Clock wiring as the flow saved it:
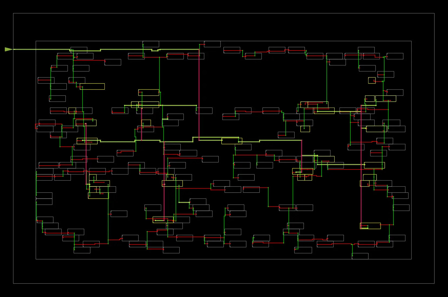
Gate-type map:
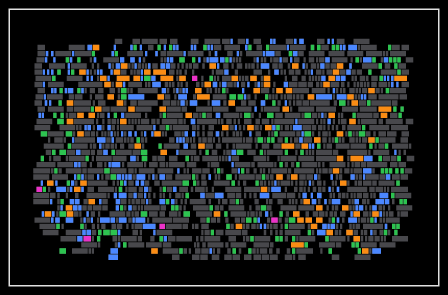
Supply network:
Pins as bars on the die edge.
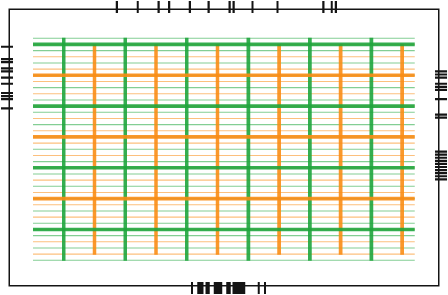
File: config.mk
export PLATFORM = sky130hd
export DESIGN_NAME = note_tone_gen
export DESIGN_NICKNAME = d
export VERILOG_FILES = /design/src/rtl/note_tone_gen.sv
export SDC_FILE = /design/constraint.sdc
export NUM_CORES = 1
export LEC_CHECK = 0
export ABC_AREA = 1
export CAP_MARGIN = 20
export CORE_ASPECT_RATIO = 0.6
export CORE_MARGIN = 10
export CORE_UTILIZATION = 54
export DETAILED_ROUTE_END_ITERATION = 6
export PLACE_DENSITY = 0.76
export RECOVER_POWER = 50
export SLEW_MARGIN = 30
export SYNTH_ARGS = -nofsm -noshare
export SYNTH_HDL_FRONTEND = slang
export SYNTH_SLANG_ARGS = --single-unit
File: constraint.sdc
create_clock -name clk_i -period 2.2 [get_ports clk_i]
set_input_delay 0.44 -clock clk_i [delete_from_list [all_inputs] [get_ports clk_i]]
set_output_delay 0.44 -clock clk_i [all_outputs]
set_load 0.01 [all_outputs]
File: src/rtl/note_tone_gen.sv
// Square-wave note player: fetches a half-period from the note ROM and toggles the speaker for a tick-counted duration.
// Optional NOTE_GAP_EN appends GAP_TICKS silent ticks after every note.
module note_tone_gen #(
  parameter int unsigned TICK_DIV  = 50000,
  parameter int unsigned DUR_W     = 16,
  parameter int unsigned GAP_TICKS = 10
) (
  input  logic             clk_i,
  input  logic             reset_i,
  input  logic             note_valid_i,
  output logic             note_ready_o,
  input  logic [3:0]       note_idx_i,
  input  logic [DUR_W-1:0] note_dur_i,
  output logic [3:0]       rom_addr_o,
  input  logic [31:0]      rom_data_i,
  output logic             speaker_o,
  output logic             busy_o,
  output logic             done_o
);

  localparam logic [31:0] TICK_LAST = 32'(TICK_DIV - 1);

  typedef enum logic [1:0] {S_IDLE, S_LOAD, S_PLAY, S_GAP} state_e;

  state_e             state_q, state_d;
  logic [3:0]         rom_addr_q, rom_addr_d;
  logic [DUR_W-1:0]   dur_r_q, dur_r_d;
  logic [DUR_W-1:0]   dur_cnt_q, dur_cnt_d;
  logic [31:0]        hp_q, hp_d;
  logic [31:0]        phase_q, phase_d;
  logic [31:0]        tick_q, tick_d;
  logic               speaker_q, speaker_d;
  logic               busy_q, busy_d;
  logic               done_q, done_d;
  logic               ready_q, ready_d;
  logic               tick_wrap;
  logic               finish_note;

`ifdef NOTE_GAP_EN
  localparam logic [DUR_W-1:0] GAP_LAST = DUR_W'(GAP_TICKS - 1);
`else
  logic unused_gap;
  assign unused_gap = ^32'(GAP_TICKS);
`endif

  assign tick_wrap = (tick_q == TICK_LAST);

  // Next-state logic; finish_note funnels every path back to IDLE with a done pulse.
  always_comb begin
    state_d     = state_q;
    rom_addr_d  = rom_addr_q;
    dur_r_d     = dur_r_q;
    dur_cnt_d   = dur_cnt_q;
    hp_d        = hp_q;
    phase_d     = phase_q;
    tick_d      = tick_q;
    speaker_d   = speaker_q;
    busy_d      = busy_q;
    ready_d     = ready_q;
    done_d      = 1'b0;
    finish_note = 1'b0;
    case (state_q)
      S_IDLE: begin
        if (note_valid_i && ready_q) begin
          rom_addr_d = note_idx_i;
          dur_r_d    = note_dur_i;
          state_d    = S_LOAD;
          ready_d    = 1'b0;
          busy_d     = 1'b1;
        end
      end
      S_LOAD: begin
        hp_d      = rom_data_i;
        phase_d   = '0;
        tick_d    = '0;
        dur_cnt_d = '0;
        speaker_d = 1'b0;
        if (dur_r_q == '0) begin
`ifdef NOTE_GAP_EN
          state_d = S_GAP;
`else
          finish_note = 1'b1;
`endif
        end else begin
          state_d = S_PLAY;
        end
      end
      S_PLAY: begin
        tick_d = tick_wrap ? '0 : tick_q + 32'd1;
        // A zero half-period is a rest: phase stays parked and speaker stays low.
        if (hp_q != '0) begin
          if (phase_q == hp_q - 32'd1) begin
            phase_d   = '0;
            speaker_d = ~speaker_q;
          end else begin
            phase_d = phase_q + 32'd1;
          end
        end
        if (tick_wrap) begin
          dur_cnt_d = dur_cnt_q + DUR_W'(1);
          if (dur_cnt_q == dur_r_q - DUR_W'(1)) begin
            speaker_d = 1'b0;
            phase_d   = '0;
            tick_d    = '0;
            dur_cnt_d = '0;
`ifdef NOTE_GAP_EN
            state_d = S_GAP;
`else
            finish_note = 1'b1;
`endif
          end
        end
      end
`ifdef NOTE_GAP_EN
      S_GAP: begin
        speaker_d = 1'b0;
        tick_d    = tick_wrap ? '0 : tick_q + 32'd1;
        if (tick_wrap) begin
          dur_cnt_d = dur_cnt_q + DUR_W'(1);
          if (dur_cnt_q == GAP_LAST) begin
            dur_cnt_d   = '0;
            finish_note = 1'b1;
          end
        end
      end
`endif
      default: state_d = S_IDLE;
    endcase
    if (finish_note) begin
      state_d = S_IDLE;
      done_d  = 1'b1;
      ready_d = 1'b1;
      busy_d  = 1'b0;
    end
  end

  always_ff @(posedge clk_i) begin
    if (reset_i) begin
      state_q    <= S_IDLE;
      rom_addr_q <= '0;
      dur_r_q    <= '0;
      dur_cnt_q  <= '0;
      hp_q       <= '0;
      phase_q    <= '0;
      tick_q     <= '0;
      speaker_q  <= 1'b0;
      busy_q     <= 1'b0;
      done_q     <= 1'b0;
      ready_q    <= 1'b1;
    end else begin
      state_q    <= state_d;
      rom_addr_q <= rom_addr_d;
      dur_r_q    <= dur_r_d;
      dur_cnt_q  <= dur_cnt_d;
      hp_q       <= hp_d;
      phase_q    <= phase_d;
      tick_q     <= tick_d;
      speaker_q  <= speaker_d;
      busy_q     <= busy_d;
      done_q     <= done_d;
      ready_q    <= ready_d;
    end
  end

  assign note_ready_o = ready_q;
  assign rom_addr_o   = rom_addr_q;
  assign speaker_o    = speaker_q;
  assign busy_o       = busy_q;
  assign done_o       = done_q;

endmodule

==> run summary <==
Physical implementation

The run finished, with violations left. The checks that failed: setup timing. The initial antenna violation count is 0. The worst pin sits at a relative slew slack of 0.479.

Per the area breakdown, the dominant cell category is multi-input combinational cells. According to the Yosys statistics, the synthesized design has a chip area of 9230 sq um. The share of cells above drive strength 1 is 0.227. The layout inverter count without the clock tree is 168. The placement summary gives the final routability congestion estimate as 0.944. The delay of the slowest critical-path stage is 0.35 ns. Counting flops with an async set or reset pin after synthesis yields a share of 0.

In this run the critical register-to-register path is launched from hp_q[8]. In the layout the commonest cells are 293 x nand2_1, 169 x nor2_1, 151 x inv_1. Before antenna repair, the detailed router went through 6 iterations. The total number of placement rows is 36. The design internal power is 7720 uW. The kind of start point of the critical path is a flip-flop.

After detailed routing, the total wire length is 30600 um. In the final layout, flip-flops and latches occupy 2780 sq um. STA puts the critical path data required time at 2.48 ns. The sequential-to-total area share from yosys stat is 0.299.

The library cell with the largest summed area after synthesis is dfxtp_1. For this run, the leading register cell type out of synthesis is dfxtp_1. The slew of the pin with the lowest slew margin is 0.782 ns. STA classifies the critical path endpoint as a flip-flop. For this run, design rule violations remaining after detail routing come to 0. In the final report, the number of pins over their slew limit comes to 0. The number of DRC markers in iteration 0 is 1257. The via count of the first global-routing pass is 8981. Of the total power, the share spent switching nets is 0.474. The area of the mapped netlist is 9230 sq um. Ranked by total cell area, the synthesized netlist is headed by dfxtp_1 30%, nand2_1 13%, nor2_1 8.7%. Counting both buffers and inverters, the worst setup path holds a total of 3.

Per the OpenROAD power report, leakage power amounts to 0.00526 uW. The number of multi-input logic gates is 1089. The worst register-to-register path has a depth of 14. The flip-flop and latch count after synthesis is 138.

Compared with the post-synthesis result, the final layout area differs by 34.3%. The CTS root buffer is clkbuf_16. The critical path data arrival time is 2.67 ns.

The number of warnings the tools reported is 31. The internal reg-to-reg setup slack is -0.19 ns. The first element of the critical path is hp_q[8]. The number of clock sinks seen by CTS is 138. The wire length of the first global-routing pass is 46500 um.

The area share of the leading cell type in the synthesized netlist is 0.299. The number of nets with antenna violations after detailed routing is 0. The max-capacitance violation count is 0. The detailed-placement wirelength estimate is 20900 um. The maximum fanout encountered on the critical timing path is 8. The combinational-cell power consumption is 8420 uW. The count of boundary I/O pins is 63. The total overflow left after global routing is 0. The average via count per standard cell is 5.54. Per STA, the worst path is made up of buf_4 -> nor2_2 -> nand2_1 -> nor2_1 -> nand2_2 -> nor2_2 -> xor2_2 -> buf_4 -> nand3_1 -> nor2_4 -> nand3_4 -> clkbuf_16 -> nand3_2 -> a21oi_1. The sequential portion of the cell area is 0.224.

Once routing completed, OpenROAD measured the worst setup slack at -0.187 ns. The number of diodes added for antenna fixing is 0. The design draws 14700 uW. The chip occupies 22900 sq um. The routed design shows a wire length per standard cell of 16.6 um. For the finished layout, the period the worst path requires is 2.39 ns.

The class of the worst hold path is in -> reg. The part of the total power dissipated in sequential elements is 0.223. The final-report setup violation count is 37. The total number of H-tree levels is 4. The final layout contains 1670 nets.
About 'clock wiring as the flow saved it':
number of clock buffer instances in the layout: 17
power drawn by the clock network: 2970 uW
Num CTS Buffers: 17
Fin Clk Skew: 0.0131 ns
clock network latency to the later pin of the worst-skew pair: 0.44 ns

About 'gate-type map':
- nor cells: blue (cells 290; most used nor2_1; where all over the die)
- non-inverting ao/oa cells: magenta (cells 5; most used o21a_1)
- xor and xnor cells: orange (cells 97; most used xor2_1)
- aoi and oai cells: green (cells 177; most used a21oi_1; where all over the die)
Final Non-Filler Cells: 1847
logic share of the area: 0.513
most common cell after layout, fill and taps aside: nand2_1

About 'supply network':
- VSS: green
- VDD: orange
- met5 straps: 7
- signal pins: 63
- rows: 36
area inside the core boundary: 16500 sq um
die height: 121 um
Horiz. Die Dim: 189 um
peak supply drop: 621 uV

==> registers in the layout (all words and copies together) (netlist names), 2 cells and up <==
name and count:
rom_addr_o 4, dur_r_q 16, phase_q 32, state_q 2, tick_q 32, hp_q 32
dur_cnt_q 16
==> worst min path at each step <==
stage	startpoint	endpoint	cells after the start
after floorplan	hp_q[1]	hp_q[1]	2
after global placement	rom_addr_o[0]	rom_addr_o[0]	2
after detailed placement	rom_addr_o[1]	rom_addr_o[1]	2
after CTS	reset_i	tick_q[11]	4
after global routing	reset_i	tick_q[11]	4
final	reset_i	tick_q[11]	4
==> cells by family after synthesis <==
group | after synthesis | share of synthesized area
xor+xnor | 97 | 0.0921
simple gates | 800 | 0.398
fa+ha+maj | 9 | 0.0122
flops | 138 | 0.299
buf+inv | 216 | 0.0921
compound gates | 182 | 0.105
mux | 1 | 0.00108
==> metrics by stage <==
step                      setup TNS [ns]  setup slack, ns  utilization  hold slack (ns)  std cells
after floorplan                        0           0.0890            -            0.452       1443
after global placement             -5.16           -0.247        0.651            0.451       1790
after detailed placement           -7.45           -0.292        0.651            0.457       1790
after CTS                          -2.14           -0.102        0.709            0.355       1830
after global routing              -11.35           -0.285        0.752            0.381       1847
final                              -4.11           -0.187        0.752            0.369       1847
==> layer usage <==
metal  GRT usage  wire length, um  vias to the layer above  share of wire
li1            -                -                     4989              -
met1       0.383            14700                     4683           0.48
met2       0.327            12300                      522           0.40
met3      0.0551             3260                       41           0.11
met4      0.0548              367                        0          0.012
met5           0                0                        -              0
==> what timing repair did <==
action / CTS / global route
setup buffers: 8 / 12
gates resized: 73 / 148
endpoints found under the setup margin: 51 / 85
cloned: 0 / 5
hold buffers: 0 / 0
pin swaps: 19 / 40
No activity file was given, so power comes from the tool's default toggle rates.
